[config.mk]
export PLATFORM = sky130hd
export DESIGN_NAME = seg14_text_buffer_flat
export DESIGN_NICKNAME = d
export VERILOG_FILES = /design/src/rtl/seg14_text_buffer_if.sv /design/src/rtl/seg14_text_buffer.sv /design/src/flat_wrapper.sv
export SDC_FILE = /design/constraint.sdc
export NUM_CORES = 1
export LEC_CHECK = 0
export CORE_ASPECT_RATIO = 0.5
export CORE_MARGIN = 5
export CORE_UTILIZATION = 50
export DETAILED_ROUTE_END_ITERATION = 10
export PLACE_DENSITY_LB_ADDON = 0.2
export RECOVER_POWER = 50
export SETUP_SLACK_MARGIN = 0.2
export SLEW_MARGIN = 10
export SYNTH_ARGS = -nofsm -noshare
export SYNTH_HDL_FRONTEND = slang
export SYNTH_SLANG_ARGS = --single-unit
[constraint.sdc]
create_clock -name clk -period 5.97 [get_ports clk]
set_input_delay 0.8955 -clock clk [delete_from_list [all_inputs] [get_ports clk]]
set_output_delay 0.8955 -clock clk [all_outputs]
set_load 0.02 [all_outputs]
[src/rtl/seg14_text_buffer_if.sv]
// Write port bundle for seg14_text_buffer: valid/ready character load
// with an end-of-message marker. The feeder drives the master side and
// the buffer sits on the slave side.
interface seg14_text_buffer_if;
  logic        wr_valid;
  logic        wr_ready;
  logic [13:0] wr_data;
  logic        wr_last;

  modport master (output wr_valid, output wr_data, output wr_last, input wr_ready);
  modport slave  (input wr_valid, input wr_data, input wr_last, output wr_ready);
endinterface

[src/rtl/seg14_text_buffer.sv]
// seg14_text_buffer: message store and circular scroller feeding the
// 12-digit 14-segment scan multiplexer. Characters are loaded as raw
// segment patterns over the write interface, the committed message is
// scrolled across a DIGITS-wide window at a prescaled rate, and the
// pattern for the scanner's current digit is returned one cycle later.
// Optional build macro: SEG14_SCROLL_GAP_EN inserts one blank position
// between repeats of a scrolling message.
module seg14_text_buffer #(
  parameter int unsigned DIGITS     = 12,
  parameter int unsigned DEPTH      = 32,
  parameter int unsigned SCROLL_DIV = 50000
) (
  input  logic                     clk,
  input  logic                     rst_n,
  seg14_text_buffer_if.slave       wr,
  input  logic                     clear_i,
  input  logic                     scroll_en_i,
  input  logic [3:0]               digit_idx_i,
  output logic [13:0]              seg_out_o,
  output logic [5:0]               msg_len_o,
  output logic                     showing_o
);

  localparam int unsigned AW  = $clog2(DEPTH);
  localparam int unsigned PSW = $clog2(SCROLL_DIV + 1);

  localparam logic [5:0]     DEPTH_L  = 6'(DEPTH);
  localparam logic [5:0]     DIGITS_L = 6'(DIGITS);
  localparam logic [PSW-1:0] PS_MAX   = PSW'(SCROLL_DIV - 1);

  typedef enum logic [1:0] {
    IDLE,
    LOAD,
    SHOW
  } state_t;

  state_t         state_q, state_d;
  logic [5:0]     ptr_q, ptr_d;
  logic [5:0]     len_q, len_d;
  logic [5:0]     off_q, off_d;
  logic [PSW-1:0] ps_q, ps_d;
  logic [13:0]    seg_q, seg_d;
  logic [13:0]    mem_q [DEPTH];

  logic           xfer;
  logic [6:0]     l_eff;
  logic [5:0]     idx_ext;
  logic [6:0]     sum;
  logic [6:0]     k;

  assign wr.wr_ready = (state_q != SHOW) && (ptr_q < DEPTH_L) && !clear_i;
  assign xfer        = wr.wr_valid && wr.wr_ready;
  assign idx_ext     = {2'b00, digit_idx_i};

`ifdef SEG14_SCROLL_GAP_EN
  assign l_eff = {1'b0, len_q} + 7'd1;
`else
  assign l_eff = {1'b0, len_q};
`endif

  // State, pointer, length, scroll offset and prescaler registers
  always_ff @(posedge clk or negedge rst_n) begin
    if (!rst_n) begin
      state_q <= IDLE;
      ptr_q   <= '0;
      len_q   <= '0;
      off_q   <= '0;
      ps_q    <= '0;
    end else begin
      state_q <= state_d;
      ptr_q   <= ptr_d;
      len_q   <= len_d;
      off_q   <= off_d;
      ps_q    <= ps_d;
    end
  end

  // Next-state: load handshake, commit, scroll stepping; clear overrides all
  always_comb begin
    state_d = state_q;
    ptr_d   = ptr_q;
    len_d   = len_q;
    off_d   = off_q;
    ps_d    = ps_q;
    if (clear_i) begin
      state_d = IDLE;
      ptr_d   = '0;
      len_d   = '0;
      off_d   = '0;
      ps_d    = '0;
    end else begin
      unique case (state_q)
        IDLE, LOAD: begin
          if (xfer) begin
            ptr_d   = ptr_q + 6'd1;
            state_d = LOAD;
            if (wr.wr_last || (ptr_q == DEPTH_L - 6'd1)) begin
              state_d = SHOW;
              len_d   = ptr_q + 6'd1;
              off_d   = '0;
            end
          end
        end
        SHOW: begin
          if (scroll_en_i) begin
            if (ps_q == PS_MAX) begin
              ps_d = '0;
              if (len_q > DIGITS_L) begin
                off_d = (({1'b0, off_q} + 7'd1) == l_eff) ? '0 : off_q + 6'd1;
              end
            end else begin
              ps_d = ps_q + PSW'(1);
            end
          end
        end
        default: state_d = IDLE;
      endcase
    end
  end

  // Character storage; contents are don't-care until written
  always_ff @(posedge clk) begin
    if (xfer) begin
      mem_q[ptr_q[AW-1:0]] <= wr.wr_data;
    end
  end

  // Window lookup: offset < L and digit < DIGITS <= L, so one subtract wraps.
  // Index == msg_len only arises with the gap and reads as blank.
  always_comb begin
    seg_d = '0;
    sum   = {1'b0, off_q} + {3'b000, digit_idx_i};
    k     = (sum >= l_eff) ? sum - l_eff : sum;
    if ((state_q == SHOW) && (idx_ext < DIGITS_L)) begin
      if (len_q <= DIGITS_L) begin
        if (idx_ext < len_q) begin
          seg_d = mem_q[idx_ext[AW-1:0]];
        end
      end else if (k < {1'b0, len_q}) begin
        seg_d = mem_q[k[AW-1:0]];
      end
    end
  end

  // Registered segment output
  always_ff @(posedge clk or negedge rst_n) begin
    if (!rst_n) begin
      seg_q <= '0;
    end else begin
      seg_q <= seg_d;
    end
  end

  assign seg_out_o = seg_q;
  assign msg_len_o = len_q;
  assign showing_o = (state_q == SHOW);

endmodule

[src/flat_wrapper.sv]
// flat-port wrapper written by rule: the top's interface ports become plain ports
module seg14_text_buffer_flat 
#(
  parameter int unsigned DIGITS     = 12,
  parameter int unsigned DEPTH      = 32,
  parameter int unsigned SCROLL_DIV = 50000
)
  (clk, rst_n, clear_i, scroll_en_i, digit_idx_i, seg_out_o, msg_len_o, showing_o, wr_wr_valid, wr_wr_data, wr_wr_last, wr_wr_ready);
  seg14_text_buffer_if wr_i ();
  input  logic clk;
  input  logic rst_n;
  input  logic clear_i;
  input  logic scroll_en_i;
  input  logic [3:0] digit_idx_i;
  output logic [13:0] seg_out_o;
  output logic [5:0] msg_len_o;
  output logic showing_o;
  input wire logic [$bits(wr_i.wr_valid)-1:0] wr_wr_valid;
  input wire logic [$bits(wr_i.wr_data)-1:0] wr_wr_data;
  input wire logic [$bits(wr_i.wr_last)-1:0] wr_wr_last;
  output wire logic [$bits(wr_i.wr_ready)-1:0] wr_wr_ready;
  assign wr_i.wr_valid = wr_wr_valid;
  assign wr_i.wr_data = wr_wr_data;
  assign wr_i.wr_last = wr_wr_last;
  assign wr_wr_ready = wr_i.wr_ready;
  seg14_text_buffer #(.DIGITS(DIGITS), .DEPTH(DEPTH), .SCROLL_DIV(SCROLL_DIV)) u_core (.clk(clk), .rst_n(rst_n), .wr(wr_i), .clear_i(clear_i), .scroll_en_i(scroll_en_i), .digit_idx_i(digit_idx_i), .seg_out_o(seg_out_o), .msg_len_o(msg_len_o), .showing_o(showing_o));
endmodule
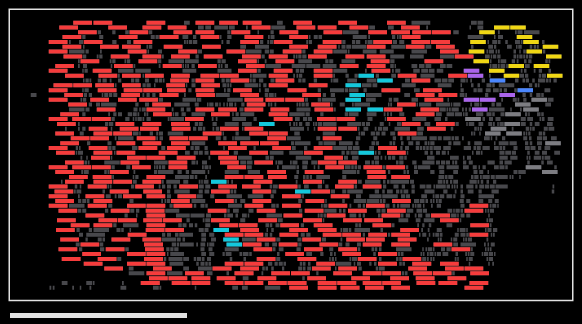
**Above:** run 1 (where the registers sit).
Bar = 100 um. Other sequential cells in the stronger grey, the rest of the logic in the fainter grey.
legend:
  cyan:
    netlist_name: u_core.seg_out_o
    sequential_cells: 14
  yellow:
    netlist_name: u_core.ps_q
    sequential_cells: 16
    where: upper right
  blue:
    netlist_name: u_core.state_q
    sequential_cells: 2
  red:
    netlist_name: u_core.mem_q
    sequential_cells: 448
  purple:
    netlist_name: u_core.ptr_q
    sequential_cells: 6

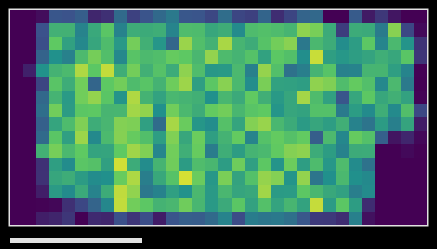
**Above:** run 1 (placement density heat map).
Bar = 100 um. The die is cut into 32 by 16 equal tiles; dark purple is low, yellow is high, 0 to 100% covered.
mean over tiles: 50%
fullest tile: 94%
emptiest ninth of the die: lower right

==> results.sh, run 1 <==
# physical design summary
export IMPL_flop_area_mm2=0.0147
export IMPL_skew_ps=21.9
export IMPL_synth_warnings=0
export IMPL_ios=46
export IMPL_p_seq_frac=0.451
export IMPL_grt_pass1_vias=15784
export IMPL_gp_congestion=0.911
export IMPL_grt_pass1_wl_um=104000
export IMPL_wl_per_cell_um=28.0
export IMPL_violations="max-capacitance violations, max-slew violations"
export IMPL_die_area_mm2=0.0519
export IMPL_cts_tree="yes"
export IMPL_tightestPinTransition_ps=3150
export IMPL_ir_drop_uv=238
export IMPL_top_cell_area_share=0.571
export IMPL_grt_max_degree=114
export IMPL_top_cell="edfxtp_1"
export IMPL_netlist_instances=1779
export IMPL_power_frac_clock=0.337
export IMPL_maxCapViolCount=9
export IMPL_topCellsByArea="edfxtp_1, mux4_2, dfrtp_1"
export IMPL_min_period_ps=5360
export IMPL_logic_family="AND-OR/OR-AND gates"
export IMPL_endpoint_kind="flop"
export IMPL_clk_path_buf_depth=3
export IMPL_p_int_w=0.00595
export IMPL_grt_usage=0.271
export IMPL_ant_nets=0
export IMPL_required_ps=6420
export IMPL_pwr_share_comb=0.213
export IMPL_yosysCellCount=1779
export IMPL_crit_chain="buf_4 -> ha_1 -> inv_1 -> fa_1 -> inv_1 -> ha_1 -> nor2b_1 -> o31a_1 -> o31ai_2 -> buf_4 -> nand2_1 -> o32ai_1 -> a311oi_1 -> a21oi_1 -> nor4bb_1 -> o41ai_1"
export IMPL_cp_arrival_ps=5810
export IMPL_p_leak_nw=9.06
export IMPL_synth_simple_area_share=0.108
export IMPL_htreeDepth=2
export IMPL_syn_num_nets=1829
export IMPL_area_growth_pct=12.5
export IMPL_cts_setup_buffers=0
export IMPL_slew_headroom=-1.10
export IMPL_drt_pass1_iter_count=6
export IMPL_top_cells_by_count="edfxtp_1, nand2_1, a211oi_1"
export IMPL_critical_path_startpoint_type="input pin"
export IMPL_path_class="in -> reg"
export IMPL_openroad_warnings=32
export IMPL_swShare=0.301
export IMPL_syn_area_mm2=0.0236
export IMPL_rows=56
export IMPL_ys_ff=498
export IMPL_avgSynthCellArea_um2=13.3
export IMPL_ys_types=76
export IMPL_setup_viol=0
export IMPL_tns_ps=0
export IMPL_fin_util=0.567
export IMPL_drive_above_1_share=0.145
export IMPL_first_iter_violations=2182
export IMPL_yosys_area_share_xor_xnor=0.0115
export IMPL_hold_viol_final=0
export IMPL_fmax_ghz=0.187
export IMPL_top_area_cell="edfxtp_1"
export IMPL_nNetsFinal=1889
export IMPL_die_h_um=164
export IMPL_hpwl_um=45500
export IMPL_rsz0062_at_grt="false"
export IMPL_drt_total_wl_um=70500
export IMPL_port_buffer_count=45
export IMPL_power_density_mw_per_mm2=321
export IMPL_antenna_found_initial=2
export IMPL_post_route_drc_count=0
export IMPL_status="finished with violations"
export IMPL_logic_area_mm2=0.00827
export IMPL_ys_seq_share=0.624
export IMPL_via_per_inst=6.62
export IMPL_ys_sh_adder=0.0144
export IMPL_fp_util=0.504
export IMPL_cp_max_fo=14
export IMPL_clkSlewWorstSetupHoldPaths_ps=70
export IMPL_fillCellCount=3761
export IMPL_mux_share=0.0815
export IMPL_core_area_mm2=0.0467
export IMPL_cts_hold_buf=0
export IMPL_cpPeakStageDelay_ps=750
export IMPL_die_w_um=317
export IMPL_synth_async_reset_ratio=0.100
export IMPL_gr_total_overflow=0
export IMPL_yosysChipArea_mm2=0.0236
export IMPL_ys_flop_type="edfxtp_1"
export IMPL_vias=16632
export IMPL_slew_viol_final=315
export IMPL_cts_sinks=498
export IMPL_period_used=0.897
export IMPL_edf_count=448
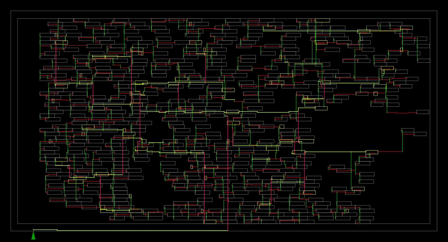
**Above:** run 1 (the clock network).
clk pwr: 0.00287 W
flop count: 498
clk_lat worst skew: 590 ps
TritonCTS Buffers: 46

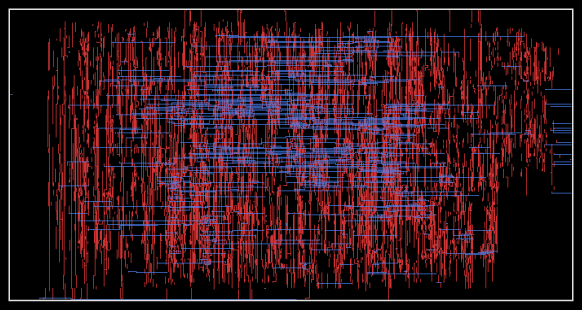
**Above:** run 1 (routed metal, one colour a layer).
Two of the layers only.
legend:
  red:
    layer: metal 2
    wire_length: 30.4 mm
  blue:
    layer: metal 3
    wire_length: 9080 um

[run 1: layer usage]
metal	track usage	up-vias	wire length (um)
li1	-	7136	-
met1	0.400	8418	29500
met2	0.396	959	30400
met3	0.0896	117	9080
met4	0.0549	2	1410
met5	0	-	100
[run 1: cell type report]
type                            count  area share
Clock inverter                     26     0.00859
Antenna cell                        1   0.0000944
Tap cell                          638      0.0301
Timing Repair Buffer              145      0.0461
Inverter                           24     0.00349
Multi-Input combinational cell   1124       0.312
Sequential cell                   498       0.555
Clock buffer                       58      0.0451
[run 1: worst paths after layout]
check / startpoint / to / slack [ps] / depth (start not counted)
worst max-delay path: digit_idx_i[0] / u_core.seg_out_o[12] / 610 / 16
worst min-delay path: u_core.state_q[1] / u_core.state_q[0] / 480 / 1
worst max register to register: u_core.off_q[0] / u_core.seg_out_o[12] / 720 / 15
worst min register to register: u_core.state_q[1] / u_core.state_q[0] / 480 / 1
max in group asynchronous: rst_n / u_core.seg_out_o[9] / 2730 / 2
min in group asynchronous: rst_n / u_core.off_q[3] / 1430 / 2
[run 1: sequential cells by signal, summed over array words and instances (netlist names)]
signal            flops
u_core.ps_q          16
u_core.ptr_q          6
u_core.mem_q        448
u_core.msg_len_o      6
u_core.off_q          6
u_core.state_q        2
u_core.seg_out_o     14
[run 1: worst max-delay path, delay by kind of cell]
family	cells	cell delay [ps]
buffers and inverters	4	670
AND-OR/OR-AND	6	2230
adder cells (fa/ha/maj)	3	1130
AND/OR/NAND/NOR	3	860
[run 1: cell usage in the layout (no fill, tap or decap), types with 8 or more instances in the layout]
master	n
edfxtp_1	448
nand2_1	208
a211oi_1	105
nor2_1	88
buf_4	87
and3_1	85
o21ai_0	77
mux4_2	70
nand3_1	63
dfrtp_1	50
clkbuf_16	46
a21oi_1	41
a31oi_1	41
mux2i_1	33
clkbuf_1	25
ha_1	24
clkdlybuf4s50_1	24
inv_1	21
nand4_1	18
a311oi_1	18
a21o_1	17
xor2_1	17
o22ai_1	15
xnor2_1	13
nor3_1	13
nor2b_1	12
o2111ai_1	12
or3_1	11
clkinv_1	11
dlygate4sd3_1	11
nand2b_1	9
a32oi_1	9
a2111oi_0	8
a22oi_1	8
o41ai_2	8
buf_12	8
[run 1: kinds of logic after synthesis]
kind of cell | count (synthesis)
AOI/OAI and AO/OA | 430
and+or+nand+nor | 533
muxes | 104
xor gates and xnor gates | 31
adders and majority gates | 26
buffers and inverters | 157
DFF | 498
[run 1: metrics by stage]
stage          cell area, um2  std cells  setup WS (ps)  total power [W]  hold slack (ps)
6_report                26500       2514            614          0.00851              482
5_1_grt                 26500       2513            293          0.00882              490
2_1_floorplan           23600       1779            296          0.00500              428
4_1_cts                 26500       2513            753          0.00851              476
3_3_place_gp            25100       2429            103          0.00567              475
3_5_place_dp            25100       2429            167          0.00567              462
[run 1: power by group through the flow]
stage          Sequential, W  Combinational (W)  Clock [W]
3_5_place_dp         0.00391            0.00177          0
3_3_place_gp         0.00391            0.00176          0
5_1_grt              0.00384            0.00193    0.00305
4_1_cts              0.00383            0.00177    0.00290
6_report             0.00384            0.00181    0.00287
2_1_floorplan        0.00391            0.00109          0
**Run 1: wiring heat map**

The die is cut into 32 by 16 equal tiles; dark purple is low, yellow is high, scaled to the fullest tile. Values are wire area over tile area, all layers added.
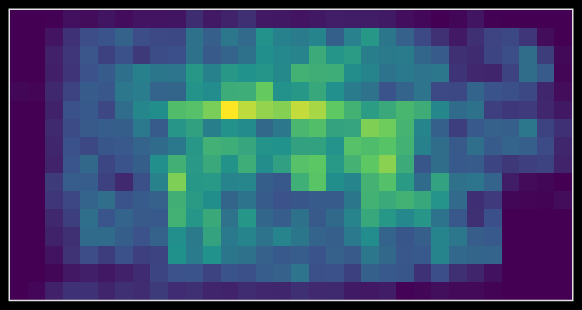

==> run 2: changes to the inputs <==
Settings changed: CTS_BUF_LIST set to sky130_fd_sc_hd__clkbuf_8, CTS_CLUSTER_SIZE set to 25.
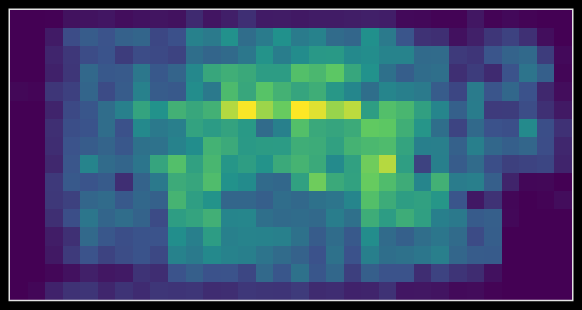
**Above:** run 2 (wiring heat map).
The die is cut into 32 by 16 equal tiles; dark purple is low, yellow is high, scaled to the fullest tile. Values are wire area over tile area, all layers added.
tiles over half the peak: 20%
nearly empty tiles: 13%
densest ninth of the die: centre

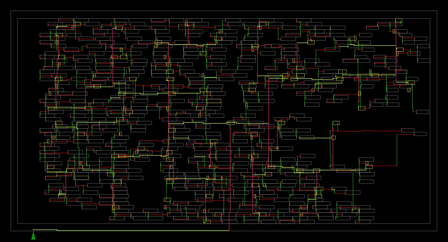
**Above:** run 2 (the clock network).
clkbuf count: 77
clk pwr: 0.00269 W

==> run 2 against run 1 <==
- the run still ends with max-capacitance violations, max-slew violations left
- non-clock buffer count unchanged
- clock power fell by 6%
- fmax is 0.64% lower
==> results.sh, run 2 <==
# physical design summary
export IMPL_status="finished with violations"
export IMPL_violations="max-capacitance violations, max-slew violations"
export IMPL_critical_path_startpoint_type="input pin"
export IMPL_top_cell_area_share=0.571
export IMPL_fmax_ghz=0.186
export IMPL_cts_root_buf="clkbuf_8"
export IMPL_fp_util=0.504
export IMPL_die_h_um=164
export IMPL_cpPeakStageDelay_ps=780
export IMPL_skew_ps=30.3
export IMPL_worst_slack_ps=580
export IMPL_largest_reg_flops=448
export IMPL_ys_types=76
export IMPL_worstHoldPathType="reg -> reg"
export IMPL_ys_seq_share=0.624
export IMPL_rows=56
export IMPL_swShare=0.312
export IMPL_slew_headroom=-1.08
export IMPL_critPathSlowestCell="o32ai_1"
export IMPL_vias=16654
export IMPL_syn_num_nets=1829
export IMPL_period_used=0.903
export IMPL_clkSlewWorstSetupHoldPaths_ps=70
export IMPL_required_ps=6470
export IMPL_rsz0062_at_grt="false"
export IMPL_lay_top_count="edfxtp_1"
export IMPL_clk_path_buf_depth=3
export IMPL_avgSynthCellArea_um2=13.3
export IMPL_htreeDepth=3
export IMPL_topCellsByArea="edfxtp_1, mux4_2, dfrtp_1"
export IMPL_die_w_um=317
export IMPL_cts_sinks=498
export IMPL_hold_viol_final=0
export IMPL_holdWs_ps=487
export IMPL_die_area_mm2=0.0519
export IMPL_tns_ps=0
export IMPL_antenna_found_initial=2
export IMPL_flop_area_mm2=0.0147
export IMPL_gp_congestion=0.911
export IMPL_grt_usage=0.273
export IMPL_wl_per_cell_um=27.6
export IMPL_logic_area_mm2=0.00826
export IMPL_min_period_ps=5390
export IMPL_edf_count=448
export IMPL_drt_pass1_iter_count=5
export IMPL_p_seq_frac=0.460
export IMPL_power_density_mw_per_mm2=315
export IMPL_final_cell_mix="edfxtp_1, nand2_1, a211oi_1, nor2_1, buf_4"
export IMPL_top_area_cell="edfxtp_1"
export IMPL_first_iter_violations=2203
export IMPL_p_switching_w=0.00261
export IMPL_hpwl_um=45500
export IMPL_ir_drop_uv=185
export IMPL_post_route_drc_count=0
export IMPL_crit_chain="buf_4 -> ha_1 -> inv_1 -> fa_1 -> inv_1 -> ha_1 -> nor2b_1 -> o31a_1 -> o31ai_2 -> buf_4 -> nand2_1 -> o32ai_1 -> a311oi_1 -> a21oi_1 -> nor4bb_1 -> o41ai_1"
export IMPL_cts_setup_buffers=0
export IMPL_yosysChipArea_mm2=0.0236
export IMPL_p_int_w=0.00573
export IMPL_cts_tree="yes"
export IMPL_finalPower_w=0.00834
export IMPL_slew_viol_final=348
export IMPL_area_growth_pct=12.3
export IMPL_synth_warnings=0
export IMPL_ant_nets=0
export IMPL_ios=46
export IMPL_synth_async_reset_ratio=0.100
export IMPL_top_cells_by_count="edfxtp_1, nand2_1, a211oi_1"
export IMPL_pwr_share_comb=0.217
export IMPL_openroad_warnings=32
export IMPL_top_cell="edfxtp_1"
export IMPL_gr_total_overflow=0
export IMPL_syn_area_mm2=0.0236
export IMPL_p_leak_nw=9.15
export IMPL_grt_pass1_vias=16077
export IMPL_cts_hold_buf=0
export IMPL_ys_ff=498
export IMPL_yosysCellCount=1779
export IMPL_cts_buffers=74
export IMPL_pre_cts_ws_ps=167
export IMPL_insertion_delay_ps=650
export IMPL_port_buffer_count=45
export IMPL_tightestPinTransition_ps=3130
export IMPL_cts_resized=0
export IMPL_core_area_mm2=0.0467
export IMPL_drive_above_1_share=0.156
export IMPL_maxCapViolCount=10
export IMPL_via_per_inst=6.50
export IMPL_cp_arrival_ps=5890
export IMPL_path_class="in -> reg"
export IMPL_power_frac_clock=0.322
export IMPL_netlist_instances=1779
export IMPL_grt_max_degree=114
export IMPL_ys_flop_type="edfxtp_1"
export IMPL_setup_viol=0
export IMPL_endpoint_kind="flop"
export IMPL_drt_total_wl_um=70800
export IMPL_fillCellCount=3775
export IMPL_nNetsFinal=1917
export IMPL_grt_pass1_wl_um=105000
export IMPL_cp_max_fo=14
==> run 2: power groups by stage <==
stage          Sequential (W)  Clock, W  Combinational (W)
3_5_place_dp          0.00391         0            0.00177
4_1_cts               0.00384   0.00272            0.00177
5_1_grt               0.00384   0.00289            0.00193
6_report              0.00384   0.00269            0.00181
3_3_place_gp          0.00391         0            0.00176
2_1_floorplan         0.00391         0            0.00109
==> run 2: critical path, delay by kind of cell <==
kind | cells | cell delay (ps)
adder cells (fa/ha/maj) | 3 | 1150
buffers and inverters | 4 | 680
AND-OR/OR-AND | 6 | 2260
AND/OR/NAND/NOR | 3 | 880
==> run 2: final cells by class <==
| cell class | count | area share |
|---|---|---|
| repair buffers | 145 | 0.0462 |
| clock inverters | 56 | 0.0126 |
| clock buffers | 77 | 0.0400 |
| well taps | 638 | 0.0301 |
| inverters | 24 | 0.00350 |
| diodes | 1 | 0.0000945 |
| flip-flops and latches | 498 | 0.555 |
| multi-input cells | 1124 | 0.312 |
==> run 2: cells by family after synthesis <==
family | after synthesis | synth area share
AND-OR/OR-AND | 430 | 0.133
XOR/XNOR | 31 | 0.0115
adder cells (fa/ha/maj) | 26 | 0.0144
buffers and inverters | 157 | 0.0279
flip-flops | 498 | 0.624
multiplexers | 104 | 0.0815
AND/OR/NAND/NOR | 533 | 0.108
==> run 2: final timing paths <==
check	startpoint	end	slack, ps	cells after the start
max in group asynchronous	rst_n	u_core.seg_out_o[13]	2780	2
worst max register to register	u_core.off_q[0]	u_core.seg_out_o[12]	610	15
worst max-delay path	digit_idx_i[0]	u_core.seg_out_o[12]	580	16
min in group asynchronous	rst_n	u_core.off_q[1]	1360	2
worst min-delay path	u_core.state_q[1]	u_core.state_q[0]	490	1
worst min register to register	u_core.state_q[1]	u_core.state_q[0]	490	1
==> run 2: through the flow <==
stage,util,area (um2),instances
floorplan,-,23600,1779
global placement,0.538,25100,2429
detailed placement,0.538,25100,2429
CTS,0.567,26500,2562
global route,0.567,26500,2562
finish,0.567,26500,2563
==> run 2: per-layer routing <==
metal / track usage / part of all wire / up-vias
met4: 0.0667 / 0.022 / 2
met5: 0 / 0.0010 / -
met1: 0.398 / 0.42 / 8362
met3: 0.0956 / 0.13 / 121
met2: 0.396 / 0.43 / 964
li1: - / - / 7205
**Run 2: placement density heat map**

Bar = 100 um. The die is cut into 32 by 16 equal tiles; dark purple is low, yellow is high, 0 to 100% covered.
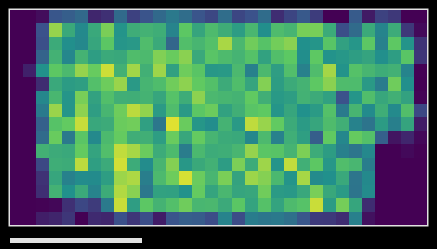

==> run 3: changes to the inputs <==
Settings changed: ABC_CLOCK_PERIOD_IN_PS set to 5970, SLEW_MARGIN 10 to not set.
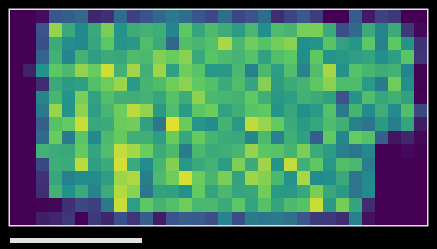
**Above:** run 3 (placement density heat map).
Bar = 100 um. The die is cut into 32 by 16 equal tiles; dark purple is low, yellow is high, 0 to 100% covered.
tiles over 75% full: 16%
fullest tile: 95%
mean over tiles: 50%
nearly empty tiles: 13%

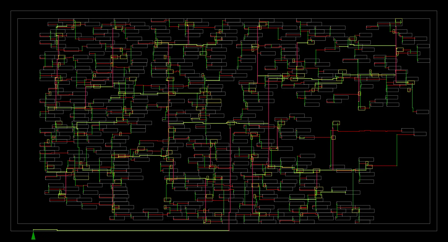
**Above:** run 3 (the clock network).
TritonCTS Buffers: 74
clock skew: 30.8 ps

==> run 3 against run 2 <==
- the run still ends with max-capacitance violations, max-slew violations left
- non-clock buffer count did not move
- via count decreased by 0.14%
- worst setup slack improved by 24 ps
- wire length about the same
- critical path depth unchanged
- first-iteration DRC count stayed put
- critical path type unchanged
==> results.sh, run 3 <==
# physical design summary
export IMPL_status="finished with violations"
export IMPL_violations="max-capacitance violations, max-slew violations"
export IMPL_lay_top_count="edfxtp_1"
export IMPL_wl_per_cell_um=27.6
export IMPL_slew_headroom=-1.06
export IMPL_first_iter_violations=2203
export IMPL_ys_ff=498
export IMPL_endpoint_kind="flop"
export IMPL_ios=46
export IMPL_area_growth_pct=12.4
export IMPL_fmax_ghz=0.186
export IMPL_synth_warnings=0
export IMPL_drt_total_wl_um=70800
export IMPL_edf_count=448
export IMPL_largest_reg_flops=448
export IMPL_die_h_um=164
export IMPL_syn_num_nets=1829
export IMPL_grt_usage=0.273
export IMPL_critical_path_startpoint_type="input pin"
export IMPL_grt_pass1_wl_um=105000
export IMPL_via_per_inst=6.49
export IMPL_ys_types=76
export IMPL_drt_pass1_iter_count=7
export IMPL_reg2reg_slack_ps=640
export IMPL_period_used=0.899
export IMPL_cts_setup_buffers=0
export IMPL_startpoint="digit_idx_i[0]"
export IMPL_yosysChipArea_mm2=0.0236
export IMPL_p_leak_nw=9.16
export IMPL_rows=56
export IMPL_avgSynthCellArea_um2=13.3
export IMPL_nNetsFinal=1917
export IMPL_path_class="in -> reg"
export IMPL_htreeDepth=3
export IMPL_drive_above_1_share=0.156
export IMPL_min_period_ps=5370
export IMPL_power_density_mw_per_mm2=315
export IMPL_core_area_mm2=0.0467
export IMPL_post_route_drc_count=0
export IMPL_insertion_delay_ps=650
export IMPL_pre_cts_ws_ps=167
export IMPL_port_buffer_count=45
export IMPL_die_area_mm2=0.0519
export IMPL_cp_max_fo=14
export IMPL_min_path_cells=1
export IMPL_antenna_found_initial=2
export IMPL_tns_ps=0
export IMPL_tightestPinTransition_ps=3100
export IMPL_fin_util=0.567
export IMPL_gr_total_overflow=0
export IMPL_finalPower_w=0.00834
export IMPL_top_area_cell="edfxtp_1"
export IMPL_rsz0062_at_grt="false"
export IMPL_syn_area_mm2=0.0236
export IMPL_top_cell_area_share=0.571
export IMPL_ir_drop_uv=184
export IMPL_cts_resized=0
export IMPL_setup_viol=0
export IMPL_openroad_warnings=32
export IMPL_slew_viol_final=315
export IMPL_holdWs_ps=487
export IMPL_clkSlewWorstSetupHoldPaths_ps=70
export IMPL_ys_flop_type="edfxtp_1"
export IMPL_cts_root_buf="clkbuf_8"
export IMPL_netlist_instances=1779
export IMPL_ant_nets=0
export IMPL_worst_slack_ps=604
export IMPL_final_cell_mix="edfxtp_1, nand2_1, a211oi_1, nor2_1, buf_4"
export IMPL_synth_async_reset_ratio=0.100
export IMPL_fp_util=0.504
export IMPL_cts_tree="yes"
export IMPL_maxCapViolCount=9
export IMPL_worstHoldPathType="reg -> reg"
export IMPL_topCellsByArea="edfxtp_1, mux4_2, dfrtp_1"
export IMPL_reg2regPathDepth=15
export IMPL_ys_seq_share=0.624
export IMPL_yosysCellCount=1779
export IMPL_grt_pass1_vias=16077
export IMPL_vias=16631
export IMPL_hold_viol_final=0
export IMPL_top_cells_by_count="edfxtp_1, nand2_1, a211oi_1"
export IMPL_cts_hold_buf=0
export IMPL_cts_sinks=498
export IMPL_hpwl_um=45500
export IMPL_worstReg2RegEnd="u_core.seg_out_o[12]"
export IMPL_top_cell="edfxtp_1"
export IMPL_grt_max_degree=114
export IMPL_gp_congestion=0.911
export IMPL_whs_endpoint="u_core.state_q[0]"
export IMPL_clk_path_buf_depth=3
export IMPL_reg2reg_from="u_core.off_q[0]"
export IMPL_die_w_um=317
export IMPL_required_ps=6470
export IMPL_cp_arrival_ps=5870
export IMPL_min_delay_start="u_core.state_q[1]"
==> run 3: cell types whose count changed in the layout (fill, tap and decap cells not counted), sizes merged <==
cell and change:
dlygate4sd3 +2, clkbuf -2
==> run 3: worst max-delay path: stages <==
cell and delay, ps:
buf_4 240, ha_1 210, inv_1 50, fa_1 630, inv_1 120, ha_1 310
nor2b_1 140, o31a_1 290, o31ai_2 310, buf_4 270, nand2_1 350, o32ai_1 780
a311oi_1 320, a21oi_1 400, nor4bb_1 390, o41ai_1 140
==> run 3: layer usage <==
| layer | vias to the layer above | global-route usage | share of wire |
|---|---|---|---|
| li1 | 7207 | - | - |
| met1 | 8365 | 0.398 | 0.42 |
| met2 | 943 | 0.396 | 0.43 |
| met3 | 116 | 0.0956 | 0.13 |
| met4 | 0 | 0.0667 | 0.022 |
| met5 | - | 0 | 0 |
==> run 3: area by class of cell <==
cell class | instances | area, um2
diodes | 1 | 2.50
clock buffers | 77 | 1060
clock inverters | 56 | 334
fillers | 3775 | 20200
inverters | 24 | 92.6
multi-input cells | 1124 | 8260
flip-flops and latches | 498 | 14700
well taps | 638 | 798
repair buffers | 145 | 1230
==> run 3: cells by family (layout without fill, tap and decap cells) <==
| group | after synthesis | count (layout) | synth area share |
|---|---|---|---|
| mux | 104 | 104 | 0.0815 |
| flops | 498 | 498 | 0.624 |
| fa+ha+maj | 26 | 26 | 0.0144 |
| other cells | 0 | 1 | 0 |
| xor+xnor | 31 | 31 | 0.0115 |
| simple gates | 533 | 533 | 0.108 |
| compound gates | 430 | 430 | 0.133 |
| buf+inv | 157 | 302 | 0.0279 |
==> run 3: how the worst max path moves through the flow <==
stage | endpoint | depth (start not counted)
2_1_floorplan | u_core.seg_out_o[11] | 26
3_3_place_gp | u_core.seg_out_o[12] | 20
3_5_place_dp | u_core.seg_out_o[8] | 20
4_1_cts | u_core.seg_out_o[7] | 19
5_1_grt | u_core.seg_out_o[12] | 16
6_report | u_core.seg_out_o[12] | 16
==> run 3: per-stage QoR <==
step           area (um2)  std cells
2_1_floorplan       23600       1779
3_3_place_gp        25100       2429
3_5_place_dp        25100       2429
4_1_cts             26500       2562
5_1_grt             26500       2562
6_report            26500       2563
==> run 3: power by group <==
part / internal [W] / switching [W]
logic: 0.000602 / 0.00121
registers: 0.00382 / 0.0000177
clock network: 0.00131 / 0.00138
Power is estimated from default activity; no workload was simulated.
